Fig. 1: run 1, cell density map
The die is cut into 28 by 28 equal tiles; white is low, dark blue is high, 0 to 100% covered.
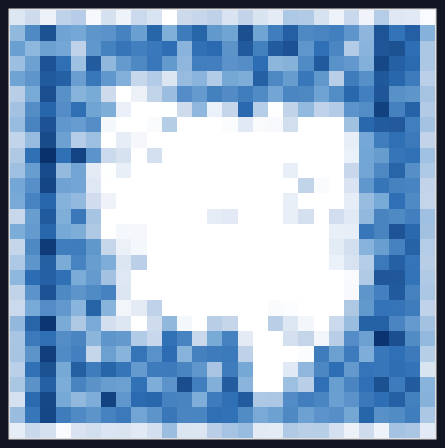
Fig. 2: run 1, gate families picked out
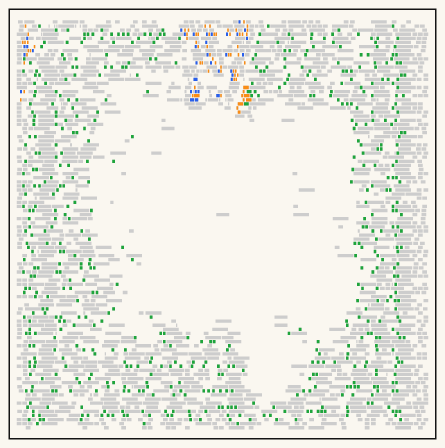
Fig. 3: run 1, wiring by layer
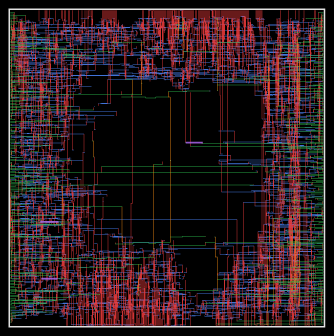
### config.mk
export PLATFORM = sky130hd
export DESIGN_NAME = cacheline_adaptor
export DESIGN_NICKNAME = d
export VERILOG_FILES = /design/src/rtl/cacheline_adaptor_pkg.sv /design/src/rtl/cacheline_adaptor.sv
export SDC_FILE = /design/constraint.sdc
export NUM_CORES = 1
export LEC_CHECK = 0
export CORE_AREA = 4 4 278 280
export CTS_CLUSTER_SIZE = 16
export DETAILED_ROUTE_END_ITERATION = 10
export DIE_AREA = 0 0 282 284
export PLACE_DENSITY = 0.63
export SYNTH_ARGS = -nofsm -noshare
export SYNTH_HDL_FRONTEND = slang
export SYNTH_SLANG_ARGS = --single-unit
### constraint.sdc
create_clock -name clk -period 10.5 [get_ports clk]
set_input_delay 2.1 -clock clk [delete_from_list [all_inputs] [get_ports clk]]
set_output_delay 2.1 -clock clk [all_outputs]
set_load 0.01 [all_outputs]
### src/rtl/cacheline_adaptor_pkg.sv
// Shared types and sizing for the cache-line <-> memory-burst adaptor.
// The line is moved as BEATS beats of BURST_WIDTH bits, least-significant beat first.
package cacheline_adaptor_pkg;

  localparam int LINE_WIDTH  = 256;
  localparam int BURST_WIDTH = 64;
  localparam int BEATS       = LINE_WIDTH / BURST_WIDTH;
  localparam int BEAT_IDX_W  = $clog2(BEATS);

  // Clears the byte offset inside a line so bursts start on a line boundary.
  localparam logic [31:0] LINE_ADDR_MASK = ~32'(LINE_WIDTH / 8 - 1);

  typedef enum logic [1:0] {
    IDLE,
    READ,
    WRITE,
    DONE
  } state_t;

endpackage

### src/rtl/cacheline_adaptor.sv
// Turns 256-bit cache line read/write requests into 4-beat 64-bit memory bursts
// and returns a one-cycle pmem_resp when the burst has completed.
module cacheline_adaptor
  import cacheline_adaptor_pkg::*;
(
  input  logic                   clk,
  input  logic                   rst,
  input  logic                   pmem_read,
  input  logic                   pmem_write,
  input  logic [31:0]            pmem_address,
  input  logic [LINE_WIDTH-1:0]  pmem_wdata,
  output logic [LINE_WIDTH-1:0]  pmem_rdata,
  output logic                   pmem_resp,
  output logic                   burst_read,
  output logic                   burst_write,
  output logic [31:0]            burst_address,
  output logic [BURST_WIDTH-1:0] burst_wdata,
  input  logic [BURST_WIDTH-1:0] burst_rdata,
  input  logic                   burst_resp
);

  state_t                  state_reg, state_next;
  logic [BEAT_IDX_W-1:0]   cnt_reg, cnt_next;
  logic [31:0]             addr_reg;
  logic [BURST_WIDTH-1:0]  rbeat_reg [BEATS];
  logic [BURST_WIDTH-1:0]  wbeat_reg [BEATS];
  logic                    accept;
  logic                    in_burst;
  logic                    last_beat;

  assign accept    = (state_reg == IDLE) && (pmem_read || pmem_write);
  assign in_burst  = (state_reg == READ) || (state_reg == WRITE);
  assign last_beat = (cnt_reg == BEAT_IDX_W'(BEATS - 1));

  always_ff @(posedge clk) begin
    if (rst) begin
      state_reg <= IDLE;
    end else begin
      state_reg <= state_next;
    end
  end

  always_comb begin
    state_next = state_reg;
    case (state_reg)
      IDLE: begin
        // A write takes priority when the cache raises both requests.
        if (pmem_write) begin
          state_next = WRITE;
        end else if (pmem_read) begin
          state_next = READ;
        end
      end
      READ, WRITE: begin
        if (burst_resp && last_beat) begin
          state_next = DONE;
        end
      end
      DONE:    state_next = IDLE;
      default: state_next = IDLE;
    endcase
  end

  always_comb begin
    burst_read  = (state_reg == READ);
    burst_write = (state_reg == WRITE);
    pmem_resp   = (state_reg == DONE);
    burst_wdata = '0;
    if (state_reg == WRITE) begin
      burst_wdata = wbeat_reg[cnt_reg];
    end
  end

  // Cleared on the final beat so the counter never relies on wrapping.
  always_comb begin
    cnt_next = cnt_reg;
    if (accept) begin
      cnt_next = '0;
    end else if (in_burst && burst_resp) begin
      cnt_next = last_beat ? '0 : cnt_reg + 1'b1;
    end
  end

  always_ff @(posedge clk) begin
    if (rst) begin
      cnt_reg <= '0;
    end else begin
      cnt_reg <= cnt_next;
    end
  end

  always_ff @(posedge clk) begin
    if (rst) begin
      addr_reg <= '0;
    end else if (accept) begin
      addr_reg <= pmem_address & LINE_ADDR_MASK;
    end
  end

  assign burst_address = addr_reg;

  generate
    for (genvar gi = 0; gi < BEATS; gi++) begin : g_beat
      always_ff @(posedge clk) begin
        if (rst) begin
          rbeat_reg[gi] <= '0;
        end else if ((state_reg == READ) && burst_resp && (cnt_reg == BEAT_IDX_W'(gi))) begin
          rbeat_reg[gi] <= burst_rdata;
        end
      end

      // The write line is captured at acceptance so later pmem_wdata changes are ignored.
      always_ff @(posedge clk) begin
        if (rst) begin
          wbeat_reg[gi] <= '0;
        end else if ((state_reg == IDLE) && pmem_write) begin
          wbeat_reg[gi] <= pmem_wdata[gi*BURST_WIDTH +: BURST_WIDTH];
        end
      end

      assign pmem_rdata[gi*BURST_WIDTH +: BURST_WIDTH] = rbeat_reg[gi];
    end
  endgenerate

endmodule

==> impl_table.tex, run 1 <==
% Synthesis and place-and-route results
\begin{tabular}{lr}
\hline
Metric & Value \\
\hline
\multicolumn{2}{l}{\textbf{Outcome}} \\
\quad Outcome & finished clean \\
\multicolumn{2}{l}{\textbf{Finish}} \\
\quad Synth-to-layout area growth & 43.3\% \\
\quad Share of final-layout standard cells stronger than drive strength 1 & 0.0785 \\
\quad Net count of the finished layout & 2,462 \\
\multicolumn{2}{l}{\textbf{Timing}} \\
\quad Maximum clock rate & 0.177 GHz \\
\quad Final worst clock skew & 26.9 ps \\
\quad Final critical-path share of the clock period & 0.537 \\
\quad Fin crit period & 5640 ps \\
\quad Transition time at the pin with the least slew margin & 1290 ps \\
\quad Final Max Tran Viols & 0 \\
\quad Unrepaired setup endpoints after global routing & no \\
\quad Setup\_tns & 0 ps \\
\quad Slack of the critical path & 4860 ps \\
\quad Max transition margin & 0.142 \\
\quad Final tally of setup violations & 0 \\
\quad Hold Fails Final Rpt & 0 \\
\multicolumn{2}{l}{\textbf{Global route}} \\
\quad Vias in the first global route & 14,300 \\
\quad Initial antenna violation count & 9 \\
\quad Global-route congestion overflow total & 0 \\
\quad Pin count of the biggest net entering global routing & 257 \\
\multicolumn{2}{l}{\textbf{Setup path}} \\
\quad Crit path DRT & 8400 ps \\
\quad Type of origin of the critical path & register \\
\quad Cell-by-cell trace of the critical path & buf\_4, mux4\_2, and2\_1, clkdlybuf4s50\_1 \\
\quad Cell with the largest stage delay on the worst path & sky130\_fd\_sc\_hd\_\_buf\_4 \\
\quad Delay contributed by the slowest stage of the critical path & 790 ps \\
\quad Arrival @ worst endpoint & 3540 ps \\
\quad Critical path type & reg -> out \\
\quad Maximum fanout count along the critical path & 42 \\
\quad Crit Reg-Reg Endpoint & wbeat\_reg[2][6]\$\_SDFFCE\_PN0P\_ \\
\quad Cell count of the worst reg-to-reg path & 5 \\
\quad Launch point of the worst reg-to-reg path & state\_reg[0]\$\_SDFFE\_PP0P\_ \\
\multicolumn{2}{l}{\textbf{Synth}} \\
\quad Dominant comb cell & simple AND/OR/NAND/NOR gates \\
\quad And-or/or-and share of the synthesized area & 0.00897 \\
\quad Number of standard cells reported by yosys & 1,408 \\
\quad Mapped Area & 22,300 um\^{}2 \\
\quad Synth Instances & 1,408 \\
\quad Number of synthesized register bits & 545 \\
\quad Main area contributors after synthesis & sky130\_fd\_sc\_hd\_\_edfxtp\_1, sky130\_fd\_sc\_hd\_\_and2\_1, sky130\_fd\_sc\_hd\_\_mux4\_2, sky130\_fd\_sc\_hd\_\_dfxtp\_1, sky130\_fd\_sc\_hd\_\_nand2\_1 \\
\quad Number of library cell types mapped by synthesis & 33 \\
\quad Synth cell count leaders & sky130\_fd\_sc\_hd\_\_and2\_1, sky130\_fd\_sc\_hd\_\_edfxtp\_1, sky130\_fd\_sc\_hd\_\_mux4\_2 \\
\quad Adder and majority gate portion of the synthesized area & 0.00561 \\
\quad Top cell type by total area after synthesis & sky130\_fd\_sc\_hd\_\_edfxtp\_1 \\
\quad Mux area share & 0.0655 \\
\quad Area share of xor/xnor cells in the synthesized design & 0 \\
\quad Main flop type after synthesis & sky130\_fd\_sc\_hd\_\_edfxtp\_1 \\
\quad Async S/R FF share, synth & 0 \\
\quad Yosys Chip Area & 22,300 um\^{}2 \\
\quad Post-Syn Area per Cell & 15.8 um\^{}2 \\
\quad Most common cell in the netlist & sky130\_fd\_sc\_hd\_\_and2\_1 \\
\quad EDFF count, synth & 512 \\
\quad Portion of synthesized cell area occupied by the leading cell type & 0.689 \\
\quad Warning count from the yosys run & 0 \\
\quad Post-synthesis simple-gate area fraction & 0.177 \\
\multicolumn{2}{l}{\textbf{Floorplan}} \\
\quad Die outline area & 80,100 um\^{}2 \\
\quad Overall die width & 282 um \\
\quad Die Height & 284 um \\
\quad Number of placement rows & 100 \\
\quad Boundary Pins & 712 \\
\multicolumn{2}{l}{\textbf{Drt}} \\
\quad Starting DRC count in detailed routing & 923 \\
\quad Drt drc & 0 \\
\quad Post-detailed-route via-to-cell ratio & 4.43 \\
\multicolumn{2}{l}{\textbf{Run}} \\
\quad Maximum Capacitance Violations & 0 \\
\quad Tally of OpenROAD warnings & 45 \\
\multicolumn{2}{l}{\textbf{Clock tree}} \\
\quad Max H-tree Level & 2 \\
\quad Clock buffers created by TritonCTS & 58 \\
\quad Number of sinks driven by the clock tree & 545 \\
\quad CTS Buffer Depth & 3 \\
\quad Clock root cell & sky130\_fd\_sc\_hd\_\_clkbuf\_16 \\
\quad Resized Gates After CTS & 0 \\
\quad \# Post-CTS Setup Buffers & 0 \\
\quad Clk\_lat worst skew & 610 ps \\
\quad Hold-fix buffer count after cts & 0 \\
\quad Clk slew on worst S/H paths & 60 ps \\
\multicolumn{2}{l}{\textbf{Worst hold path}} \\
\quad Worst min-delay path endpoint & burst\_address[31]\$\_SDFFE\_PP0P\_ \\
\quad Worst Hold Launch & burst\_address[31]\$\_SDFFE\_PP0P\_ \\
\quad Class of the worst hold path & reg -> reg \\
\quad Cell depth of the worst min-delay path & 2 \\
\multicolumn{2}{l}{\textbf{Power and ir drop}} \\
\quad Areal power density over the cells & 185 nW/um\^{}2 \\
\quad IR drop worst, VDD & 0.117 mV \\
\quad Leakage & 11.6 nW \\
\multicolumn{2}{l}{\textbf{Placed design}} \\
\quad IO buf count & 701 \\
\quad Post-detail-place hpwl & 46.7 mm \\
\quad Final weighted congestion in routability-driven placement & 0.787 \\
\hline
\end{tabular}
Back to the opening pictures, Fig. 1:
- nearly empty tiles: 24%
- tiles over 75% full: 11%
- mean over tiles: 38%
placeable core region: 74,400 um^2
fp util: 0.300

Back to the opening pictures, Fig. 2:
- inverting AOI/OAI gates: blue (cells 34; most used a21oi_1)
- NAND gates: orange (cells 67; most used nand2_1)
- AND and OR gates: green (cells 578; most used and2_1; where spread over the die)
dominant logic cell type in the layout: sky130_fd_sc_hd__clkdlybuf4s50_1
multi-input combinational area share: 0.182
post-route insts no fill: 3,114

Back to the opening pictures, Fig. 3:
- met2: red (wire length 32.8 mm)
- met4: orange (wire length 1,400 um)
- met1: blue (wire length 23.9 mm)
- met3: green (wire length 7,510 um)
- met5: purple (wire length 41.4 um)
routed wirelength normalized by instance count: 21.1 um
Total Wirelength: 65.7 mm
Global Route Usage Sum: 0.158
overall via count from detail_route: 13,800

## run 1: through the flow
step / area (um^2) / hold WS [ps] / total power (W) / util / std cells
final: 32000 / 451 / 0.00593 / 0.429 / 3114
after global routing: 32000 / 479 / 0.00622 / 0.429 / 3110
after CTS: 32000 / 455 / 0.00602 / 0.429 / 3108
after detailed placement: 30200 / 447 / 0.00410 / 0.406 / 3004
after global placement: 30200 / 443 / 0.00407 / 0.406 / 3004
after floorplan: 22300 / 481 / 0.00353 / - / 1412
## run 1: layer usage
| layer | up-vias | wire length, um | global-route usage |
|---|---|---|---|
| li1 | 6344 | - | - |
| met1 | 6725 | 23900 | 0.183 |
| met2 | 634 | 32800 | 0.273 |
| met3 | 90 | 7510 | 0.0632 |
| met4 | 6 | 1400 | 0.0397 |
| met5 | - | 41 | 0 |
## run 1: worst max-delay path, delay by kind of cell (launching register included)
family | cells | cell delay [ps]
buffers and inverters | 2 | 1480
flip-flops | 1 | 650
AND/OR/NAND/NOR | 1 | 170
multiplexers | 1 | 590
## run 1: cell usage in the layout, fill, tap and decap left out, types with 2 or more instances in the layout
master | synthesis | layout
sky130_fd_sc_hd__buf_4 | 8 | 10
sky130_fd_sc_hd__dfxtp_4 | 0 | 2
sky130_fd_sc_hd__buf_12 | 6 | 2
sky130_fd_sc_hd__dfxtp_1 | 33 | 31
sky130_fd_sc_hd__clkdlybuf4s50_1 | 0 | 701
sky130_fd_sc_hd__inv_6 | 0 | 3
sky130_fd_sc_hd__mux2i_1 | 2 | 2
sky130_fd_sc_hd__and4_2 | 0 | 2
sky130_fd_sc_hd__a21oi_1 | 27 | 27
sky130_fd_sc_hd__clkinvlp_4 | 0 | 3
sky130_fd_sc_hd__clkbuf_16 | 0 | 59
sky130_fd_sc_hd__clkbuf_1 | 44 | 19
sky130_fd_sc_hd__clkinv_2 | 0 | 8
sky130_fd_sc_hd__nand3_1 | 4 | 4
sky130_fd_sc_hd__diode_2 | 0 | 6
sky130_fd_sc_hd__mux4_2 | 64 | 64
sky130_fd_sc_hd__nor3_1 | 4 | 4
sky130_fd_sc_hd__nor3b_4 | 2 | 2
sky130_fd_sc_hd__nand2_4 | 0 | 5
sky130_fd_sc_hd__edfxtp_1 | 512 | 512
sky130_fd_sc_hd__bufinv_16 | 0 | 2
sky130_fd_sc_hd__and2_1 | 576 | 576
sky130_fd_sc_hd__nand2_1 | 62 | 57
sky130_fd_sc_hd__clkinv_1 | 0 | 9
sky130_fd_sc_hd__ha_1 | 10 | 9
sky130_fd_sc_hd__inv_1 | 5 | 5
sky130_fd_sc_hd__o21ai_0 | 3 | 3
sky130_fd_sc_hd__conb_1 | 1 | 5
## run 1: area by class of cell
cell class	count	area, um^2
clock inverters	26	191
repair buffers	713	7130
diodes	6	15.0
multi-input cells	771	5810
inverters	6	25.0
flip-flops and latches	545	16000
clock buffers	78	1550
well taps	969	1210
fillers	6650	42500
## run 1: where the power goes
part | switching, W | leakage, nW | total (W) | internal [W]
Combinational | 0.000605 | 5.09 | 0.00118 | 0.000574
Clock | 0.000826 | 0.841 | 0.00190 | 0.00108
Sequential | 0.0000957 | 5.68 | 0.00285 | 0.00275
Fig. 4: run 1, metal 2
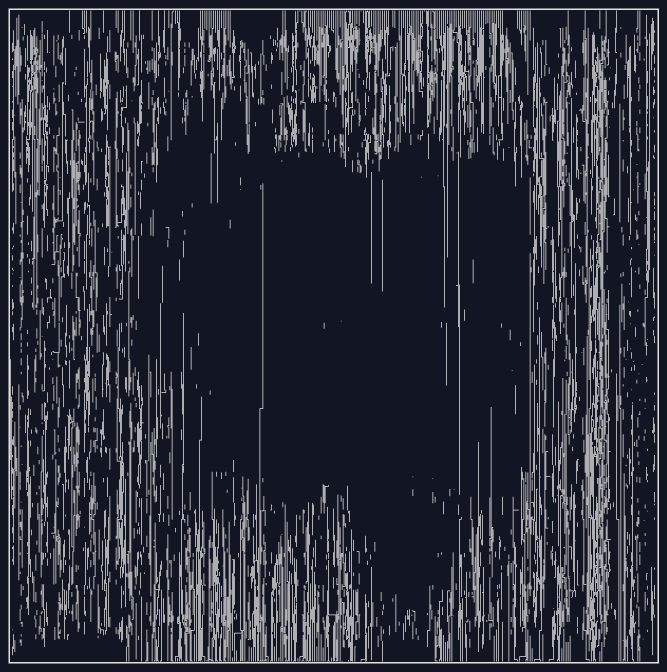

==> run 2: changes to the inputs <==
--- a/config.mk
+++ b/config.mk
@@ -9,7 +9,7 @@
 export CTS_CLUSTER_SIZE = 16
 export DETAILED_ROUTE_END_ITERATION = 10
 export DIE_AREA = 0 0 282 284
-export PLACE_DENSITY = 0.63
+export PLACE_DENSITY = 0.65
 export SYNTH_ARGS = -nofsm -noshare
 export SYNTH_HDL_FRONTEND = slang
 export SYNTH_SLANG_ARGS = --single-unit
==> constraint.sdc (replaced) <==
create_clock -name clk -period 4.9 [get_ports clk]
set_input_delay 0.98 -clock clk [delete_from_list [all_inputs] [get_ports clk]]
set_output_delay 0.98 -clock clk [all_outputs]
set_load 0.01 [all_outputs]
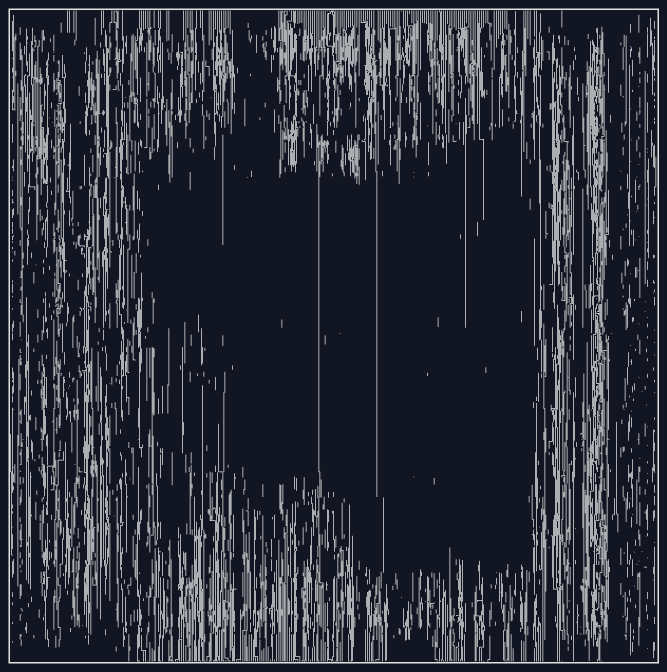
Fig. 5. Metal 2 (run 2).
- main direction: vertical
- longest straight run: 144 um
- share of all routed wire: 50%
- wire length on this layer: 31.9 mm
- nets with wire on the layer: 2,170
overall via count from detail_route: 13,900
GR Layer Usage met2: 0.267
Total Wirelength: 63.4 mm

==> run 2 against run 1 <==
Compared with the run above:
- total power grew 120%
- first-iteration DRC count shrank 8.3%
- core utilization rose by 0.49 points
- combinational power grew 120%
- sequential power increased by 110%
- synthesized area stayed put
- critical path depth unchanged
- largest cell class unchanged
- count of clock-buffer cells in the layout decreased by 16
- hold slack better by 1.7 ps
- via count is 0.96% higher
==> impl_table.tex, run 2 <==
% Synthesis and place-and-route results
\begin{tabular}{lr}
\hline
Metric & Value \\
\hline
\multicolumn{2}{l}{\textbf{Outcome}} \\
\quad Outcome & finished clean \\
\multicolumn{2}{l}{\textbf{Run}} \\
\quad Tally of OpenROAD warnings & 39 (-13\%) \\
\multicolumn{2}{l}{\textbf{Synth}} \\
\quad Number of synthesized register bits & 545 (unchanged) \\
\quad Number of standard cells reported by yosys & 1,408 (unchanged) \\
\quad Synth Instances & 1,408 (unchanged) \\
\quad Async S/R FF share, synth & 0 (unchanged) \\
\quad Portion of synthesized cell area occupied by the leading cell type & 0.689 (unchanged) \\
\quad Number of library cell types mapped by synthesis & 33 (unchanged) \\
\quad Main flop type after synthesis & sky130\_fd\_sc\_hd\_\_edfxtp\_1 \\
\quad Most common cell in the netlist & sky130\_fd\_sc\_hd\_\_and2\_1 \\
\quad Post-Syn Area per Cell & 15.8 um\^{}2 (unchanged) \\
\quad Warning count from the yosys run & 0 (unchanged) \\
\multicolumn{2}{l}{\textbf{Finish}} \\
\quad Net count of the finished layout & 2,482 (+0.81\%) \\
\quad Commonest cells after routing, fill and taps aside & sky130\_fd\_sc\_hd\_\_clkdlybuf4s50\_1, sky130\_fd\_sc\_hd\_\_and2\_1, sky130\_fd\_sc\_hd\_\_edfxtp\_1 \\
\quad Synth-to-layout area growth & 44.9\% \\
\quad Dominant logic cell type in the layout & sky130\_fd\_sc\_hd\_\_clkdlybuf4s50\_1 \\
\multicolumn{2}{l}{\textbf{Clock tree}} \\
\quad Number of sinks driven by the clock tree & 545 (unchanged) \\
\quad Clock buffers created by TritonCTS & 57 (-1.7\%) \\
\quad Clock root cell & sky130\_fd\_sc\_hd\_\_clkbuf\_16 \\
\quad Resized Gates After CTS & 0 (unchanged) \\
\quad Clk slew on worst S/H paths & 60 ps (about the same) \\
\multicolumn{2}{l}{\textbf{Timing}} \\
\quad Final critical-path share of the clock period & 0.832 \\
\quad Fin crit period & 4070 ps \\
\quad Hold Fails Final Rpt & 0 (unchanged) \\
\quad Transition time at the pin with the least slew margin & 1270 ps (-13.6 ps) \\
\quad Setup\_tns & 0 ps (unchanged) \\
\quad Unrepaired setup endpoints after global routing & no \\
\quad Maximum clock rate & 0.245 GHz \\
\quad Final Max Tran Viols & 0 (unchanged) \\
\quad Final tally of setup violations & 0 (unchanged) \\
\quad Max transition margin & 0.151 (+0.00910) \\
\multicolumn{2}{l}{\textbf{Drt}} \\
\quad Starting DRC count in detailed routing & 846 (-8.3\%) \\
\quad Top routing layer in use & met5 \\
\quad Detail Route met3 WL & 5.68 mm (-24\%) \\
\quad Routed wirelength normalized by instance count & 20.2 um (-4.3\%) \\
\multicolumn{2}{l}{\textbf{Floorplan}} \\
\quad Die outline area & 80,100 um\^{}2 (unchanged) \\
\quad Overall die width & 282 um (unchanged) \\
\quad Placeable core region & 74,400 um\^{}2 (unchanged) \\
\quad Boundary Pins & 712 (unchanged) \\
\multicolumn{2}{l}{\textbf{Setup path}} \\
\quad Cell count of the worst reg-to-reg path & 6 (+1) \\
\quad Maximum fanout count along the critical path & 30 (-29\%) \\
\quad Type of origin of the critical path & register \\
\multicolumn{2}{l}{\textbf{Placed design}} \\
\quad IO buf count & 701 (unchanged) \\
\quad Post-detail-place hpwl & 46.1 mm (-1.3\%) \\
\multicolumn{2}{l}{\textbf{Worst hold path}} \\
\quad Worst Hold Launch & burst\_address[19]\$\_SDFFE\_PP0P\_ \\
\multicolumn{2}{l}{\textbf{Power and ir drop}} \\
\quad Leakage & 11.8 nW (+1.8\%) \\
\quad Areal power density over the cells & 403 nW/um\^{}2 (+120\%) \\
\quad IR drop worst, VDD & 0.233 mV (+99\%) \\
\hline
\end{tabular}
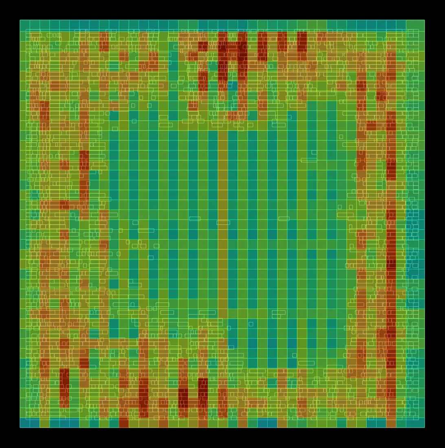
Fig. 6. Congestion heat map (run 2).
global routing's busiest layer: met2
met1 Track Usage GR: 0.178
Global Route Usage Sum: 0.152
Util after Layout: 0.434

-- run 2: cell families after synthesis --
| group | Yosys count | synth area share |
|---|---|---|
| flip-flops | 545 | 0.719 |
| AND-OR/OR-AND | 36 | 0.00897 |
| other | 1 | 0.000168 |
| multiplexers | 66 | 0.0655 |
| adder cells (fa/ha/maj) | 10 | 0.00561 |
| AND/OR/NAND/NOR | 654 | 0.177 |
| buffers and inverters | 96 | 0.0240 |
-- run 2: worst min-delay path by stage --
stage                                                 to  slack [ps]
final                     burst_address[19]$_SDFFE_PP0P_         450
after global routing      burst_address[19]$_SDFFE_PP0P_         480
after CTS                 burst_address[19]$_SDFFE_PP0P_         450
after detailed placement  burst_address[19]$_SDFFE_PP0P_         450
after global placement    burst_address[19]$_SDFFE_PP0P_         440
after floorplan           burst_address[10]$_SDFFE_PP0P_         480
-- run 2: area by class of cell --
type	instances	area, um^2
Antenna cell	5	12.5
Clock buffer	62	1450
Clock inverter	46	457
Fill cell	6522	42100
Inverter	6	25.0
Multi-Input combinational cell	771	5820
Sequential cell	545	16000
Tap cell	969	1210
Timing Repair Buffer	734	7330
-- run 2: per-layer routing --
metal,vias to the layer above,global-route usage
li1,6391,-
met5,-,0
met4,8,0.0453
met3,113,0.0443
met2,619,0.267
met1,6800,0.178
-- run 2: through the flow --
step                worst slack, ps  total power, W  utilization  area, um^2  hold slack [ps]
finish                          825          0.0130        0.434       32300              453
global route                    589          0.0136        0.434       32300              480
CTS                             670          0.0132        0.434       32300              454
detailed placement             1340         0.00884        0.409       30400              446
global placement               1330         0.00877        0.409       30400              443
floorplan                       148         0.00750            -       22300              481
-- run 2: critical path, cell delays in order (launching register included) --
cell and delay (ps):
sky130_fd_sc_hd__dfxtp_4 730, sky130_fd_sc_hd__buf_4 420, sky130_fd_sc_hd__mux4_2 590, sky130_fd_sc_hd__and2_1 200, sky130_fd_sc_hd__clkdlybuf4s50_1 480
-- run 2: report_power, final --
| part | switching, W | internal (W) | leakage [nW] |
|---|---|---|---|
| registers | 0.000220 | 0.00588 | 5.68 |
| clock network | 0.00180 | 0.00256 | 0.930 |
| logic | 0.00129 | 0.00130 | 5.21 |
Power figures rest on the tool's default switching activity, not on a simulated workload.
